### src/rtl/mag_comp_pkg.sv
// Shared definitions for the serial magnitude comparator.
//   DIG_W            : width of one operand digit (bits)
//   N_DIGITS_DEFAULT : default number of digits per operand word
//   state_e          : controller state encoding
package mag_comp_pkg;

    localparam int unsigned DIG_W            = 2;
    localparam int unsigned N_DIGITS_DEFAULT = 4;

    typedef enum logic [1:0] {
        StIdle,
        StCmp,
        StDone
    } state_e;

endpackage

### src/rtl/mag_slice_2bit.sv
// Combinational compare of one 2-bit digit pair.
// Ports:
//   a, b : digit of operand A / operand B
//   L    : a < b
//   G    : a > b
//   E    : a == b
module mag_slice_2bit
    import mag_comp_pkg::*;
(
    input  logic [DIG_W-1:0] a,
    input  logic [DIG_W-1:0] b,
    output logic             L,
    output logic             G,
    output logic             E
);

    assign L = (a < b);
    assign G = (a > b);
    assign E = (a == b);

endmodule

### src/rtl/mag_comp_serial.sv
// Serial magnitude comparator: two operand words arrive one 2-bit digit pair
// per accepted cycle, MSB digit first. The first digit that differs decides
// the result; L/G/E are presented with out_valid until the consumer takes them.
// Build option: define MAG_COMP_SIGNED_EN to compare two's complement operands
// (sign bit of the start digit inverted before the slice compare); otherwise
// operands are unsigned.
// Ports:
//   clk, rst            : clock, synchronous active-high reset
//   in_valid / in_ready : digit pair handshake
//   start               : presented digit is the MSB digit of a new word
//   a, b                : current digit of operand A / operand B
//   out_valid/out_ready : result handshake
//   L, G, E             : A<B, A>B, A==B (one-hot while out_valid)
module mag_comp_serial
    import mag_comp_pkg::*;
#(
    parameter int unsigned N_DIGITS = N_DIGITS_DEFAULT
) (
    input  logic             clk,
    input  logic             rst,
    input  logic             in_valid,
    output logic             in_ready,
    input  logic             start,
    input  logic [DIG_W-1:0] a,
    input  logic [DIG_W-1:0] b,
    output logic             out_valid,
    input  logic             out_ready,
    output logic             L,
    output logic             G,
    output logic             E
);

    localparam int unsigned     CntW    = $clog2(N_DIGITS + 1);
    localparam logic [CntW-1:0] CntLast = CntW'(N_DIGITS);

    state_e          state_q;
    logic [CntW-1:0] cnt_q, cnt_d;
    logic            dec_q, dec_d;
    logic            lt_q, lt_d;
    logic            gt_q, gt_d;

    logic [DIG_W-1:0] a_eff, b_eff;
    logic             sl_l, sl_g, sl_e;
    logic             accept;
    logic             take;

    // DONE only releases the input side when the result is being consumed.
    assign in_ready = (state_q == StDone) ? out_ready : 1'b1;
    assign accept   = in_valid & in_ready;
    // Digits count only when they open a word or continue one in progress.
    assign take     = accept & (start | (state_q == StCmp));

    always_comb begin
        a_eff = a;
        b_eff = b;
`ifdef MAG_COMP_SIGNED_EN
        // Flipping the sign bit maps two's complement order onto unsigned order.
        if (start) begin
            a_eff[DIG_W-1] = ~a[DIG_W-1];
            b_eff[DIG_W-1] = ~b[DIG_W-1];
        end
`endif
    end

    mag_slice_2bit u_slice (
        .a (a_eff),
        .b (b_eff),
        .L (sl_l),
        .G (sl_g),
        .E (sl_e)
    );

    always_comb begin
        cnt_d = start ? CntW'(1) : cnt_q + CntW'(1);
        dec_d = dec_q;
        lt_d  = lt_q;
        gt_d  = gt_q;
        // A start digit forgets any earlier decision; otherwise the first
        // unequal digit wins and later digits are ignored.
        if (start || !dec_q) begin
            dec_d = ~sl_e;
            lt_d  = sl_l;
            gt_d  = sl_g;
        end
    end

    always_ff @(posedge clk) begin
        if (rst) begin
            state_q   <= StIdle;
            cnt_q     <= '0;
            dec_q     <= 1'b0;
            lt_q      <= 1'b0;
            gt_q      <= 1'b0;
            out_valid <= 1'b0;
            L         <= 1'b0;
            G         <= 1'b0;
            E         <= 1'b0;
        end else if (take) begin
            cnt_q <= cnt_d;
            dec_q <= dec_d;
            lt_q  <= lt_d;
            gt_q  <= gt_d;
            if (cnt_d == CntLast) begin
                state_q   <= StDone;
                out_valid <= 1'b1;
                L         <= lt_d;
                G         <= gt_d;
                E         <= ~dec_d;
            end else begin
                state_q   <= StCmp;
                out_valid <= 1'b0;
                L         <= 1'b0;
                G         <= 1'b0;
                E         <= 1'b0;
            end
        end else if ((state_q == StDone) && out_ready) begin
            state_q   <= StIdle;
            cnt_q     <= '0;
            dec_q     <= 1'b0;
            lt_q      <= 1'b0;
            gt_q      <= 1'b0;
            out_valid <= 1'b0;
            L         <= 1'b0;
            G         <= 1'b0;
            E         <= 1'b0;
        end
    end

endmodule

### config.mk
export PLATFORM = sky130hd
export DESIGN_NAME = mag_comp_serial
export DESIGN_NICKNAME = d
export VERILOG_FILES = /design/src/rtl/mag_comp_pkg.sv /design/src/rtl/mag_slice_2bit.sv /design/src/rtl/mag_comp_serial.sv
export SDC_FILE = /design/constraint.sdc
export NUM_CORES = 1
export LEC_CHECK = 0
export CAP_MARGIN = 20
export CORE_AREA = 8 8 45 47
export DETAILED_ROUTE_END_ITERATION = 10
export DIE_AREA = 0 0 53 55
export PLACE_DENSITY_LB_ADDON = 0.1
export REMOVE_ABC_BUFFERS = 1
export SLEW_MARGIN = 20
export SYNTH_ARGS = -nofsm -noshare
export SYNTH_HDL_FRONTEND = slang
export SYNTH_HIERARCHICAL = 1
export SYNTH_SLANG_ARGS = --single-unit
### constraint.sdc
create_clock -name clk -period 2 [get_ports clk]
set_input_delay 0.5 -clock clk [delete_from_list [all_inputs] [get_ports clk]]
set_output_delay 0.5 -clock clk [all_outputs]
set_load 0.05 [all_outputs]
**Run 1: met1 routing**

Supply wires on this layer in grey.
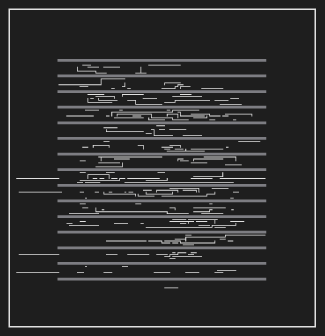
The layer carries 575 um of wire. The wires run mostly horizontal. The layer holds 43% of the routed length. 93 nets have wire on it. The longest straight run is 18.9 um.

**Run 1: the metal 2 layer**

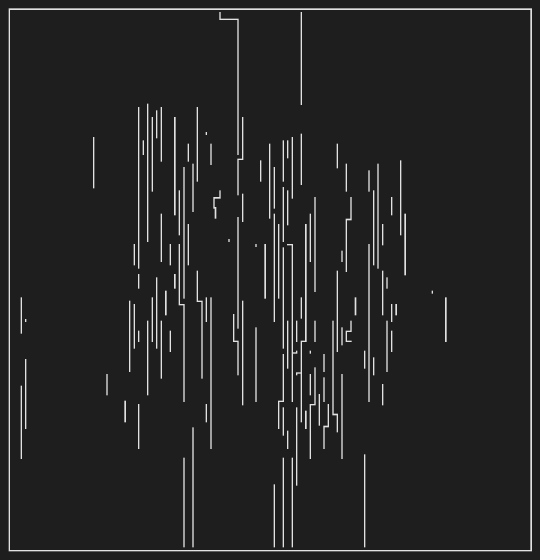
The layer carries 668 um of wire. The longest straight run is 16.3 um. The layer holds 51% of the routed length.

**Run 1: the metal 3 layer**

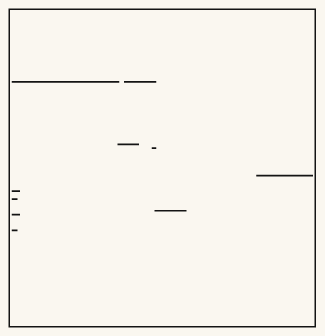
The layer carries 45.9 um of wire. The longest straight run is 18.4 um.

**Run 1: signal metal coverage by tile**

The bar under the picture is 20 um long. 11 x 11 tiles, from dark purple (low) to yellow (high), scaled to the fullest tile. Values are wire area over tile area, all layers added.
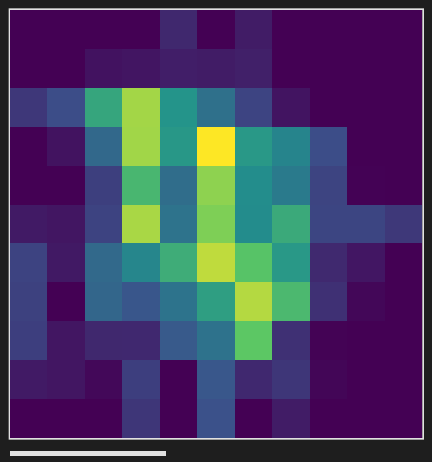
17% of the tiles are over half the peak. The fullest tile reaches 0.34. The densest ninth of the die: centre. 36% of the tiles are nearly empty.

==> run 1: layout make-up <==
cell class                      count  area, um^2  area share (%)
Clock buffer                        4        26.3            3.07
Inverter                            5        18.8            2.20
Multi-Input combinational cell     50         392            45.8
Sequential cell                    11         220            25.8
Tap cell                           16        20.0            2.34
Timing Repair Buffer               19         178            20.8
==> run 1: cell families (layout without fill, tap and decap cells) <==
logic type               Yosys count  count (layout)
adder cells (fa/ha/maj)            3               3
multiplexers                       2               2
flip-flops                        11              11
AND-OR/OR-AND                     18              18
buffers and inverters              7              28
AND/OR/NAND/NOR                   26              26
XOR/XNOR                           1               1
==> run 1: worst max-delay path, delay by kind of cell <==
kind	cells	cell delay, ns
buf+inv	2	0.57
simple gates	2	0.41
==> reports/qor.yml, run 1 <==
synth:
  fa_ha_area_share_pct: 5.89
  synth_chip_area_um2: 637
  ys_sh_mux_pct: 3.14
  xor_share_pct: 1.38
  syn_area_um2: 637
  synthTopCellsByCount: "dfxtp_1 (11), a22o_1 (6), nor2_1 (6)"
  synth-edff-count: 0
  top_cells_by_area: "dfxtp_1 (35%), a22o_1 (8.3%), ha_1 (5.9%)"
  ys_cells: 68
  synthFlopType: "dfxtp_1"
routing:
  dr.max_layer_used: "met4"
  first_pass_iters: 4
  wl_um: 1320
  wl_per_cell_um: 12.6
  route.detailed.drc: 0
worst_hold_path:
  hold_end: "G$_SDFFE_PP0P_"
  worst_hold_startpoint: "G$_SDFFE_PP0P_"
  hold_class: "flop to flop"
sta:
  clock.fmax_ghz: 0.509
  slew_violations: 0
  worst_pin_slew_ns: 0.491
  finalCritPeriodShare_pct: 98.3
  finalHoldViolations: 0
  hold_slack_ns: 0.486
layout:
  stdcell_area_um2: 855
  utilization_pct: 61.8
  drive_above_1_share_pct: 22.5
  nets: 102
  lay_top_count: "dfxtp_1"
  syn_to_final_growth_pct: 34.2
  num-fill-cells: 131
placement:
  placed_cell_area_um2: 818
  dp_hpwl_um: 1110
  io_buffer_count: 13
  place_ws_ns: -0.0329
floorplan:
  fp_util_pct: 46.0
  pin_count: 14
  die_x_um: 53
  rows: 14
  die_h_um: 55
critical_path:
  r2r-start: "cnt_q[0]$_SDFFE_PP0P_"
  r2r_cells: 5
  cp-start-kind: "input port"
  crit_path_end_kind: "output port"
  timing.rr.end: "E$_SDFFE_PP0P_"
  crit_arrival_ns: 1.47
  worstSetupPathType: "input port to output port"
  slowest_stage: "clkdlybuf4s50_1"
  cpPeakStageDelay_ns: 0.42
  critPathRequiredTime_ns: 1.50
  reg2reg_slack_ns: 0.59
run:
  maxCapViolCount: 0
power:
  p_sw_uw: 121
  powerClk_uw: 153
  powerComb_uw: 87.3
  leakage_uw: 0.000385
  powerSeq_uw: 235
run_status:
  status: "complete, no violations"
clock_tree:
  cts-root-buf: "clkbuf_4"
  cts_tree: "done"
  clkTransAtPathRegs_ns: 0.07
  insertion_delay_ns: 0.27
  post_cts_buffers: 0
  clock-sinks: 11
grt:
  grt_pass1_wl_um: 2460
  grt_use_total_pct: 11.5
  antenna_found_initial: 0
  busiest_layer: "met2"
  grtUsageMet2_pct: 19.5
  grt_use_met3_pct: 4.01
--- run 2 (diff from run 1) ---
--- a/config.mk
+++ b/config.mk
@@ -6,12 +6,13 @@
 export NUM_CORES = 1
 export LEC_CHECK = 0
 export CAP_MARGIN = 20
-export CORE_AREA = 8 8 45 47
+export CELL_PAD_IN_SITES_DETAIL_PLACEMENT = 0
+export CELL_PAD_IN_SITES_GLOBAL_PLACEMENT = 1
+export CORE_MARGIN = 8
+export CORE_UTILIZATION = 38
 export DETAILED_ROUTE_END_ITERATION = 10
-export DIE_AREA = 0 0 53 55
 export PLACE_DENSITY_LB_ADDON = 0.1
 export REMOVE_ABC_BUFFERS = 1
-export SLEW_MARGIN = 20
 export SYNTH_ARGS = -nofsm -noshare
 export SYNTH_HDL_FRONTEND = slang
 export SYNTH_HIERARCHICAL = 1
**Run 2: signal metal coverage by tile**

The bar under the picture is 20 um long. 11 x 11 tiles, from dark purple (low) to yellow (high), scaled to the fullest tile. Values are wire area over tile area, all layers added.
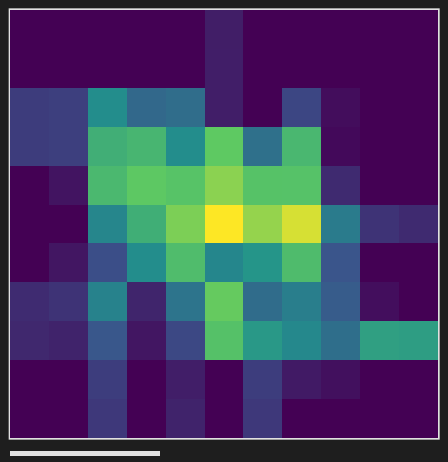
The mean over all tiles is 0.068. The fullest tile reaches 0.30. The emptiest ninth of the die: north-east.

==> run 2 against run 1 <==
Compared with the run above:
- worst setup slack improved by 0.019 ns
- final cell count did not move
- clock skew fell by 0.0017 ns
- non-clock buffer count did not move
- hold slack got worse by 0.00095 ns
- synthesized cell count did not move
- critical path depth did not move
- total power fell by 0.32%
- register-to-register slack got worse by 0.04 ns
- critical endpoint unchanged
- die size rose by 11%
- sequential cell count did not move
==> reports/qor.yml, run 2 <==
run_status:
  status: "complete, no violations"
grt:
  grt_pass1_wl_um: 2480
  antenna_found_initial: 0
  grt_use_total_pct: 9.31
  grt_max_degree: 9
  busiest_layer: "met2"
  grtUsageMet2_pct: 15.7
  grt_use_met3_pct: 4.87
synth:
  synth_chip_area_um2: 637
  syn_area_um2: 637
  fa_ha_area_share_pct: 5.89
  top_cells_by_area: "dfxtp_1 (35%), a22o_1 (8.3%), ha_1 (5.9%)"
  synthTopCellsByCount: "dfxtp_1 (11), a22o_1 (6), nor2_1 (6)"
  ys_sh_simple_pct: 29.1
  synth-edff-count: 0
  synthFlopType: "dfxtp_1"
  ys_sh_mux_pct: 3.14
  xor_share_pct: 1.38
  ys_cells: 68
clock_tree:
  clock-sinks: 11
  cts_tree: "done"
  cts-root-buf: "clkbuf_4"
  clkTransAtPathRegs_ns: 0.07
  insertion_delay_ns: 0.27
  post_cts_buffers: 0
sta:
  slew_violations: 0
  hold_slack_ns: 0.485
  clock.fmax_ghz: 0.514
  worst_pin_slew_ns: 0.309
  finalHoldViolations: 0
  finalCritPeriodShare_pct: 97.3
routing:
  first_pass_iters: 4
  route.detailed.drc: 0
  wl_per_cell_um: 13.2
  wl_um: 1380
critical_path:
  critPathRequiredTime_ns: 1.50
  crit_arrival_ns: 1.45
  worstSetupPathType: "input port to output port"
  critical_path.top_delay_family: "buffers and inverters"
  cpPeakStageDelay_ns: 0.42
  crit_path_end_kind: "output port"
  r2r-start: "cnt_q[0]$_SDFFE_PP0P_"
  cp-start-kind: "input port"
floorplan:
  die_x_um: 56.9
  pin_count: 14
  fp_util_pct: 41.3
  rows: 14
  die_h_um: 56.9
placement:
  place_ws_ns: -0.0329
power:
  powerClk_uw: 151
  powerComb_uw: 88.2
  p_sw_uw: 120
  leakage_uw: 0.000388
  powerSeq_uw: 235
layout:
  nets: 102
  drive_above_1_share_pct: 23.6
  diodes: 0
  syn_to_final_growth_pct: 33.8
  lay_top_count: "dfxtp_1"
  stdcell_area_um2: 852
run:
  maxCapViolCount: 0
worst_hold_path:
  hold_class: "flop to flop"
  worst_hold_startpoint: "gt_q$_SDFFE_PP0P_"
**Run 2: met1 routing**

Supply wires on this layer in grey.
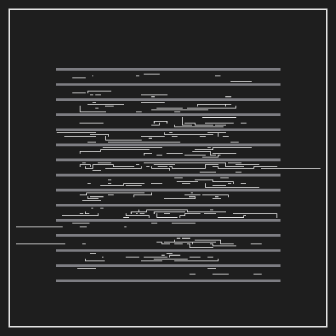
89 nets have wire on it. The layer carries 583 um of wire.

==> run 2: cell counts after synthesis <==
No cell type changed its count.
==> run 2: area by class of cell <==
cell class                      count  area, um^2
Fill cell                         150         689
Clock buffer                        4        26.3
Timing Repair Buffer               19         175
Multi-Input combinational cell     50         392
Tap cell                           16        20.0
Inverter                            5        18.8
Sequential cell                    11         220
==> run 2: worst paths after layout <==
kind,to,slack [ns],cells after the start
max,in_ready,0.05,4
min,gt_q$_SDFFE_PP0P_,0.49,1
max reg2reg,E$_SDFFE_PP0P_,0.55,5
min reg2reg,gt_q$_SDFFE_PP0P_,0.49,1
==> run 2: routing by layer <==
metal  vias up  share of wire (%)
li1        291                  -
met2        12                 50
met1       262                 42
met5         -                  0
met4         0               0.80
met3         2                7.1
--- run 3 (diff from run 2) ---
--- a/config.mk
+++ b/config.mk
@@ -13,6 +13,7 @@
 export DETAILED_ROUTE_END_ITERATION = 10
 export PLACE_DENSITY_LB_ADDON = 0.1
 export REMOVE_ABC_BUFFERS = 1
+export SLEW_MARGIN = 5
 export SYNTH_ARGS = -nofsm -noshare
 export SYNTH_HDL_FRONTEND = slang
 export SYNTH_HIERARCHICAL = 1
**Run 3: met1 routing**

Supply wires on this layer in grey.
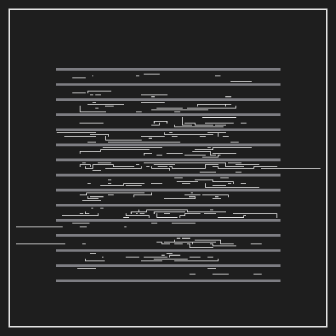
The layer carries 583 um of wire. The longest straight run is 14.7 um.

==> run 3 against run 2 <==
Compared with the run above:
- design area stayed put
- clock skew stayed put
- combinational power hardly changed
- via count stayed put
- worst setup slack stayed put
- global-route usage stayed put
- synthesized cell count stayed put
- final cell count stayed put
- first-iteration DRC count stayed put
- hold slack stayed put
- sequential power hardly changed
- register-to-register slack hardly changed
- critical path type unchanged
==> reports/qor.yml, run 3 <==
run_status:
  status: "complete, no violations"
synth:
  ys_sh_simple_pct: 29.1
  top_cells_by_area: "dfxtp_1 (35%), a22o_1 (8.3%), ha_1 (5.9%)"
  syn_area_um2: 637
  yosysWarnings: 6
  fa_ha_area_share_pct: 5.89
  synth_chip_area_um2: 637
  xor_share_pct: 1.38
  synthTopCellsByCount: "dfxtp_1 (11), a22o_1 (6), nor2_1 (6)"
  ys_cells: 68
  synth_flop_count: 11
  ys_seq_share_pct: 34.6
  netlist.area_leader.share_pct: 34.6
  ys_sh_mux_pct: 3.14
  synthFlopType: "dfxtp_1"
  synth-edff-count: 0
power:
  ir_drop_mv: 0.333
  leakage_uw: 0.000388
routing:
  route.detailed.drc: 0
  via_per_inst: 5.40
  wl_met3_um: 98
  vias: 567
  dr.max_layer_used: "met4"
  met1_length_um: 583
  wl_um: 1380
  wl_per_cell_um: 13.2
  first_pass_iters: 4
  met2_length_um: 687
sta:
  worst_pin_slew_ns: 0.309
  fin_ws_ns: 0.0536
  finalCritPeriodShare_pct: 97.3
  clock.fmax_ghz: 0.514
  slew_violations: 0
  finalSetupTns_ns: 0
  finalHoldViolations: 0
  hold_slack_ns: 0.485
floorplan:
  fp_util_pct: 41.3
  die_h_um: 56.9
  pin_count: 14
  rows: 14
  die_area_um2: 3240
  die_x_um: 56.9
worst_hold_path:
  hold_class: "flop to flop"
  worst_hold_startpoint: "gt_q$_SDFFE_PP0P_"
  hold_depth: 1
  hold_end: "gt_q$_SDFFE_PP0P_"
placement:
  placed_cell_area_um2: 816
  dp_hpwl_um: 1130
  gp_congestion: 0.736
  io_buffer_count: 13
  place_ws_ns: -0.0329
clock_tree:
  cts_made_buffers: 3
  clkTransAtPathRegs_ns: 0.07
  post_cts_buffers: 0
  insertion_delay_ns: 0.27
  cts-root-buf: "clkbuf_4"
  cts_tree: "done"
  ctsHoldBuffers: 0
layout:
  diodes: 0
  largest_reg_flops: 3
  syn_to_final_growth_pct: 33.8
  drive_above_1_share_pct: 23.6
  nets: 102
  lay_top_count: "dfxtp_1"
  utilization_pct: 55.3
  stdcell_area_um2: 852
  layout.cells.non_filler: 105
grt:
  grt_use_met3_pct: 4.87
  busiest_layer: "met2"
  grt_use_total_pct: 9.31
  grtUsageMet2_pct: 15.7
  grt_max_degree: 9
  grt_pass1_wl_um: 2480
  antenna_found_initial: 0
  grt_use_met1_pct: 9.80
critical_path:
  crit_path_end_kind: "output port"
  crit_end: "in_ready"
  crit_arrival_ns: 1.45
  r2r-start: "cnt_q[0]$_SDFFE_PP0P_"
  r2r_cells: 5
  timing.rr.end: "E$_SDFFE_PP0P_"
  critPathLaunch: "out_ready"
  reg2reg_slack_ns: 0.55
  cp-start-kind: "input port"
  critPathRequiredTime_ns: 1.50
  worstSetupPathType: "input port to output port"
run:
  maxCapViolCount: 0
**Run 3: clock wiring as the flow saved it**

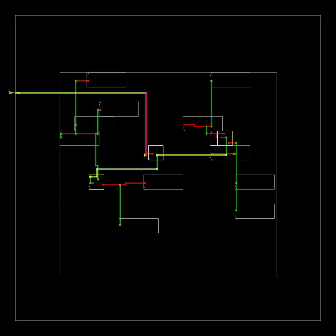
Clock Sink Count: 11
Max Clock Skew: 0.00255 ns
Clock net power: 151 uW

## run 3: kinds of logic after synthesis
group                    after synthesis
flip-flops                            11
buffers and inverters                  7
AND-OR/OR-AND                         18
multiplexers                           2
XOR/XNOR                               1
adder cells (fa/ha/maj)                3
AND/OR/NAND/NOR                       26
## run 3: where the power goes
part	switching (uW)	internal, uW	total, uW
combinational	38.0	50.2	88.2
clock	73.7	77.3	151
sequential	7.74	227	235
## run 3: critical path, cell delays in order
cell             delay, ns
clkdlybuf4s50_1       0.42
nand2b_4              0.15
or2_4                 0.24
buf_12                0.15
## run 3: area by class of cell
cell class | instances | area [um^2]
inverters | 5 | 18.8
repair buffers | 19 | 175
multi-input cells | 50 | 392
flip-flops and latches | 11 | 220
well taps | 16 | 20.0
fillers | 150 | 689
clock buffers | 4 | 26.3
Power is estimated from default activity; no workload was simulated.
